$ cat src/rtl/fetch_pc_ifid.sv
// Fetch-stage PC generator and IF/ID pipeline register for the 5-stage MIPS core.
// Optional saturating branch-predictor counters are enabled with `define BP_PERF_CNT_EN.
module fetch_pc_ifid #(
  parameter logic [31:0] RESET_PC = 32'h0000_0000
) (
  input  logic        clk,
  input  logic        rst_n,
  input  logic        stallF,
  input  logic        stallD,
  input  logic [31:0] predicted_PC,
  input  logic        pred_hit,
  input  logic        flushbp,
  input  logic [31:0] correct_PC,
  input  logic [31:0] instr_in,
`ifdef BP_PERF_CNT_EN
  output logic [31:0] bp_lookup_cnt,
  output logic [31:0] bp_hit_cnt,
  output logic [31:0] bp_flush_cnt,
`endif
  output logic [31:0] PCF,
  output logic [31:0] InstrD,
  output logic [31:0] PCD,
  output logic [31:0] PCPlus4D,
  output logic [31:0] predicted_PCD,
  output logic        pred_hitD,
  output logic        validD
);

  logic [31:0] r_pcf_p0;
  logic [31:0] r_instr_p1;
  logic [31:0] r_pc_p1;
  logic [31:0] r_pcplus4_p1;
  logic [31:0] r_pred_pc_p1;
  logic        r_pred_hit_p1;
  logic        vld_p1;

  logic [31:0] w_pcplus4;
  logic [31:0] w_next_pc;
  logic        w_capture;
  logic        w_bubble;

  // A misaligned prediction can never be a real target, so fall back to sequential fetch.
  assign w_pcplus4 = r_pcf_p0 + 32'd4;
  assign w_next_pc = (predicted_PC[1:0] != 2'b00) ? w_pcplus4 : predicted_PC;
  assign w_capture = !flushbp && !stallD && !stallF;
  assign w_bubble  = flushbp || (!stallD && stallF);

  // Stage p0: fetch PC
  always_ff @(posedge clk or negedge rst_n) begin
    if (!rst_n) begin
      r_pcf_p0 <= RESET_PC;
    end else if (flushbp) begin
      r_pcf_p0 <= correct_PC;
    end else if (!stallF) begin
      r_pcf_p0 <= w_next_pc;
    end
  end

  // Stage p1: IF/ID register; a stalled fetch feeds a bubble so the held instruction issues once
  always_ff @(posedge clk or negedge rst_n) begin
    if (!rst_n) begin
      r_instr_p1    <= 32'd0;
      r_pc_p1       <= 32'd0;
      r_pcplus4_p1  <= 32'd0;
      r_pred_pc_p1  <= 32'd0;
      r_pred_hit_p1 <= 1'b0;
      vld_p1        <= 1'b0;
    end else if (w_bubble) begin
      r_instr_p1    <= 32'd0;
      r_pc_p1       <= 32'd0;
      r_pcplus4_p1  <= 32'd0;
      r_pred_pc_p1  <= 32'd0;
      r_pred_hit_p1 <= 1'b0;
      vld_p1        <= 1'b0;
    end else if (w_capture) begin
      r_instr_p1    <= instr_in;
      r_pc_p1       <= r_pcf_p0;
      r_pcplus4_p1  <= w_pcplus4;
      r_pred_pc_p1  <= w_next_pc;
      r_pred_hit_p1 <= pred_hit;
      vld_p1        <= 1'b1;
    end
  end

  assign PCF           = r_pcf_p0;
  assign InstrD        = r_instr_p1;
  assign PCD           = r_pc_p1;
  assign PCPlus4D      = r_pcplus4_p1;
  assign predicted_PCD = r_pred_pc_p1;
  assign pred_hitD     = r_pred_hit_p1;
  assign validD        = vld_p1;

`ifdef BP_PERF_CNT_EN
  logic [31:0] r_lookup_cnt;
  logic [31:0] r_hit_cnt;
  logic [31:0] r_flush_cnt;

  function automatic logic [31:0] sat_inc(input logic [31:0] v);
    return (v == 32'hFFFF_FFFF) ? v : v + 32'd1;
  endfunction

  always_ff @(posedge clk or negedge rst_n) begin
    if (!rst_n) begin
      r_lookup_cnt <= 32'd0;
      r_hit_cnt    <= 32'd0;
      r_flush_cnt  <= 32'd0;
    end else begin
      if (w_capture)             r_lookup_cnt <= sat_inc(r_lookup_cnt);
      if (w_capture && pred_hit) r_hit_cnt    <= sat_inc(r_hit_cnt);
      if (flushbp)               r_flush_cnt  <= sat_inc(r_flush_cnt);
    end
  end

  assign bp_lookup_cnt = r_lookup_cnt;
  assign bp_hit_cnt    = r_hit_cnt;
  assign bp_flush_cnt  = r_flush_cnt;
`endif

endmodule

$ cat config.mk
export PLATFORM = sky130hd
export DESIGN_NAME = fetch_pc_ifid
export DESIGN_NICKNAME = d
export VERILOG_FILES = /design/src/rtl/fetch_pc_ifid.sv
export SDC_FILE = /design/constraint.sdc
export NUM_CORES = 1
export LEC_CHECK = 0
export ABC_AREA = 1
export CAP_MARGIN = 20
export CORE_MARGIN = 2
export CORE_UTILIZATION = 43
export DETAILED_ROUTE_END_ITERATION = 16
export PLACE_DENSITY = 0.75
export SLEW_MARGIN = 20
export SYNTH_ARGS = -nofsm -noshare
export SYNTH_HDL_FRONTEND = slang
export SYNTH_SLANG_ARGS = --single-unit
$ cat constraint.sdc
create_clock -name clk -period 1.82 [get_ports clk]
set_input_delay 0.455 -clock clk [delete_from_list [all_inputs] [get_ports clk]]
set_output_delay 0.455 -clock clk [all_outputs]
set_load 0.1 [all_outputs]
### Track usage over the die

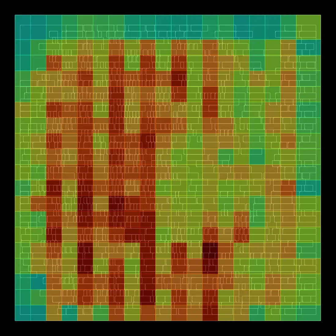
peak-usage layer in the global routing report: met2
GRT Overall Usage: 29.9%

### Met2 routing

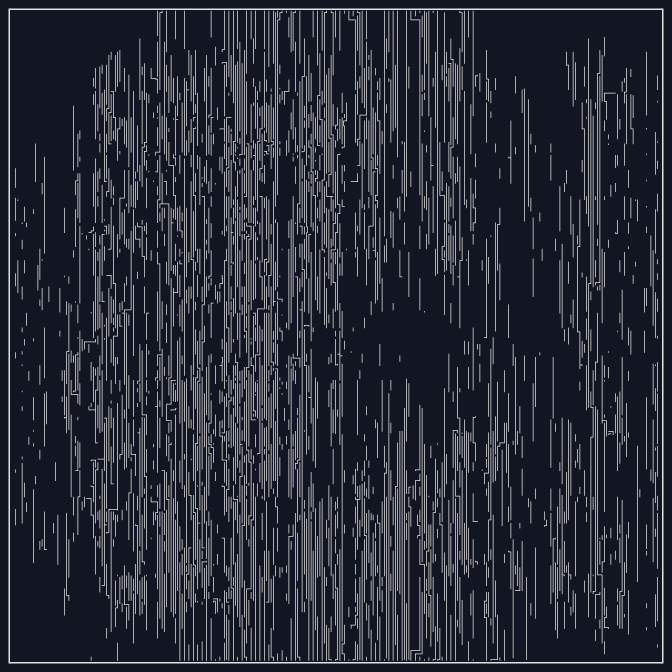
share of all routed wire: 47%
main direction: vertical
wire length on this layer: 12,700 µm
nets with wire on the layer: 1,080
longest straight run: 64.3 µm

### Local utilization

14 x 14 tiles, from white (low) to dark blue (high), 0 to 100% covered.
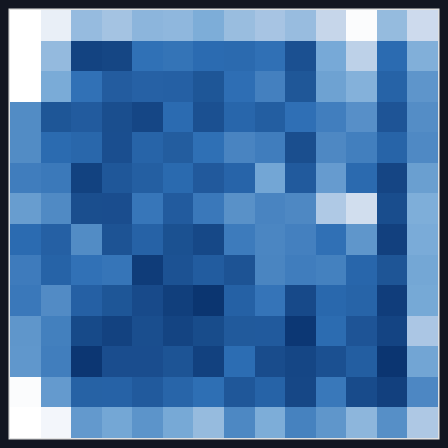
mean over tiles: 69%
tiles over 75% full: 49%
nearly empty tiles: 3.1%
fullest tile: 98%
Placeable Area: 16,700 µm²
Initial Utilization: 44.2%
Final Util: 76.7%

### Routed metal, one color a layer

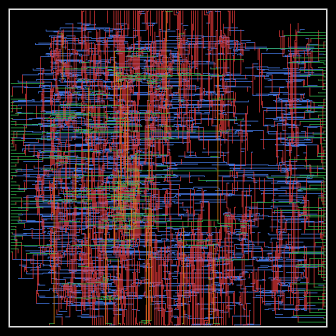
| layer | color | wire length |
|---|---|---|
| M3 | green | 2,320 µm |
| M4 | orange | 940 µm |
| M2 | red | 12,700 µm |
| M1 | blue | 10,900 µm |
total via count after detailed routing: 7,491
total wire length: 26,800 µm
mean routed wirelength per cell: 19.4 µm

==> results.txt <==
The full implementation flow was run.

The run finished with clean final reports. In the final layout, the fill cell count is 1,096. At the pin with the least slew margin, the transition time is 337 ps. The stage logs contain a warning count of 26. Counting along the longest clock path gives a buffer depth of 2. The share of the synthesized area in the top cell type stands at 54.3%.

Yosys shows that the main logic family after synthesis is simple AND/OR/NAND/NOR gates. The flow reports that combinational logic draws 32.0% of the design power. The wire length of the first global-routing pass stands at 41,600 µm. The maximum level of the CTS H-tree stands at 4. The final cell area excluding filler cells stands at 12,800 µm². The area taken by sequential standard cells is reported as 4040 µm². In this run the worst setup path begins at PCF[3]$_DFFE_PN0P_. The quantity of I/O buffers inserted on ports stands at 263. Counting cells, the worst reg-to-reg path comes to 8.

In this build the clock could be raised as far as 557 MHz. The worst setup path is launched from a flop. The via count of the first global-routing pass stands at 7,477.

The most common logic cells in the final layout are sky130_fd_sc_hd__nand2_1 (281), sky130_fd_sc_hd__buf_12 (171), sky130_fd_sc_hd__dfrtp_1 (133). For this block, the initial DRC count from the detailed router was 686. According to the floorplan report, the total die area is 18,200 µm².

TritonCTS built the clock tree. STA classifies the critical path endpoint as a flop. The floorplan die width stands at 135 µm. The script parses the final routing iteration and logs DRC violations as 0. The worst register-to-register path ends at PCPlus4D[12]$_DFFE_PN0P_.

Ranked by total cell area, the synthesized netlist is headed by sky130_fd_sc_hd__dfrtp_1 (54%), sky130_fd_sc_hd__nand2_1 (14%), sky130_fd_sc_hd__nand3_1 (4.7%). The number of cells reported by Yosys stat comes to 865. Entering global routing, the biggest net connects 63 pins. STA reports a reg2reg setup slack of 30 ps.

The portion of the post-synthesis area used by sequential elements stands at 54.3%. The design internal power stands at 7.10 mW. The clock tree has to reach 160 sinks. Across all checked pins, the minimum headroom to the slew limit is 77.3%. After floorplanning, the core was divided into 47 placement rows.

After the flow finishes, the layout carries non-filler instances totaling 1,381. The net switching power stands at 4.11 mW. The number of buffers inserted during clock tree synthesis stands at 17.

Counting stages on the worst path, the most repeated cell is sky130_fd_sc_hd__nor2_4. The total cell area at the placement stage stands at 12,200 µm². Per STA, the highest per-stage delay on the worst path measures 460 ps.

In the synthesized netlist the dominant register cell turns out to be sky130_fd_sc_hd__dfrtp_1. In this run the count of I/O pins placed on the die edge is 264. Per the final report, max-transition violations number 0.

The multi-input combinational cells in the finished layout cover a total of 2970 µm². The async set-or-reset flop fraction in the synthesized netlist stands at 100%. Dividing the final minimum period by the clock period gives 98.6%. The count of nets left with antenna violations once routing finished came out at 0. In this run the clock root is driven by a sky130_fd_sc_hd__clkbuf_16. For the worst-skew pair, the clock arrives at the later sink with an insertion delay of 430 ps. For this run, the final setup violation count is recorded as 0. The net count of the mapped netlist stands at 968. The path class of the tightest hold or removal check is input port to asynchronous set/reset pin. The library cell used most frequently in the layout, excluding fill and tap cells, is sky130_fd_sc_hd__nand2_1. Of all nets on the critical path, the largest fanout is 7.

The gate count after technology mapping stands at 865. The first TritonRoute pass finished after 6 iterations. At the end of the flow, the number of nets in the layout was 1,251. The simple-gate area share of the yosys netlist stands at 24.9%.

The post-placement worst setup slack stands at -201 ps. The final antenna diode tally reported by the flow is 0. The script computed the net switching share of total power as 36.7%. Global routing finished with a remaining overflow of 0. The worst-case clock skew stands at 8.22 ps. For reference, the final report shows the hold violation count at 0. Among all stages on the critical path, the largest delay is contributed by sky130_fd_sc_hd__dfrtp_4.

Data on the critical path arrives at its endpoint at 2160 ps. The minimum clock period after layout stands at 1790 ps. Summing all multiplexer cells gives an area fraction of 0.136%.

The cell total after placement stands at 1,344.
## per-layer routing
| layer | vias up | global-route usage, % | wire length (µm) |
|---|---|---|---|
| met5 | - | 0 | 0 |
| met4 | 0 | 11.7 | 939 |
| met3 | 80 | 6.83 | 2320 |
| met2 | 425 | 48.5 | 12700 |
| met1 | 3589 | 39.2 | 10900 |
| li1 | 3397 | - | - |
## what timing repair did
item	CTS	global route
hold buffers	1	0
resized	0	8
buffers inserted	0	4
endpoints found under the setup margin	0	14
hold endpoints to repair	27	0
## cells by family (layout without fill, tap and decap cells)
logic type	Yosys count	in the layout
DFF	160	160
adders and majority gates	1	1
muxes	1	1
AOI/OAI and AO/OA	158	158
and+or+nand+nor	430	430
buffers and inverters	108	404
xor gates and xnor gates	7	7
## cell usage after synthesis (7+ instances only)
master,count
sky130_fd_sc_hd__nand3_1,69
sky130_fd_sc_hd__buf_2,16
sky130_fd_sc_hd__a22o_1,39
sky130_fd_sc_hd__clkbuf_1,21
sky130_fd_sc_hd__o211ai_1,14
sky130_fd_sc_hd__or2_2,17
sky130_fd_sc_hd__nand2_1,283
sky130_fd_sc_hd__dfrtp_1,160
sky130_fd_sc_hd__o21ai_1,31
sky130_fd_sc_hd__o21ai_0,60
sky130_fd_sc_hd__nor2_1,35
sky130_fd_sc_hd__nor2_2,7
sky130_fd_sc_hd__inv_1,60
## critical path: cells and delay by family, from the launching register on
family                   cells  cell delay, ps
AND-OR/OR-AND                2             360
flip-flops                   1             460
adder cells (fa/ha/maj)      1             160
AND/OR/NAND/NOR              5             740
## per-stage QoR
stage | power (mW) | hold slack (ps) | setup TNS, ps
floorplan | 6.06 | 159 | 0
global route | 11.5 | 507 | -85.6
global placement | 7.66 | 357 | -3470
detailed placement | 7.70 | 358 | -7910
CTS | 11.2 | 476 | 0
finish | 11.2 | 458 | 0
## power by group through the flow
stage / sequential (mW) / combinational (mW) / clock, mW
finish: 4.10 / 3.58 / 3.52
CTS: 4.10 / 3.56 / 3.52
floorplan: 5.49 / 0.569 / 0
global placement: 4.15 / 3.51 / 0
global route: 4.13 / 3.71 / 3.70
detailed placement: 4.16 / 3.55 / 0
## worst min path at each step
stage | start | endpoint | slack, ps | cells past startpoint
global route | rst_n | PCD[10]$_DFFE_PN0P_ | 510 | 2
finish | rst_n | PCD[8]$_DFFE_PN0P_ | 460 | 2
CTS | rst_n | PCD[8]$_DFFE_PN0P_ | 480 | 2
detailed placement | rst_n | PCD[10]$_DFFE_PN0P_ | 360 | 1
floorplan | rst_n | InstrD[0]$_DFFE_PN0P_ | 160 | 0
global placement | rst_n | PCD[8]$_DFFE_PN0P_ | 360 | 1
## registers in the layout (all words and copies together), names as in the netlist
signal	flops
PCD	32
pred_hitD	1
PCF	32
predicted_PCD	32
validD	1
PCPlus4D	30
InstrD	32
## layout make-up
cell class              count  area share [%]
well taps                 220            2.15
repair buffers            309            36.8
clock inverters            10           0.870
multi-input cells         597            23.2
flip-flops and latches    160            31.6
clock buffers              22            3.55
inverters                  63            1.87
No activity file was given, so power comes from the tool's default toggle rates.
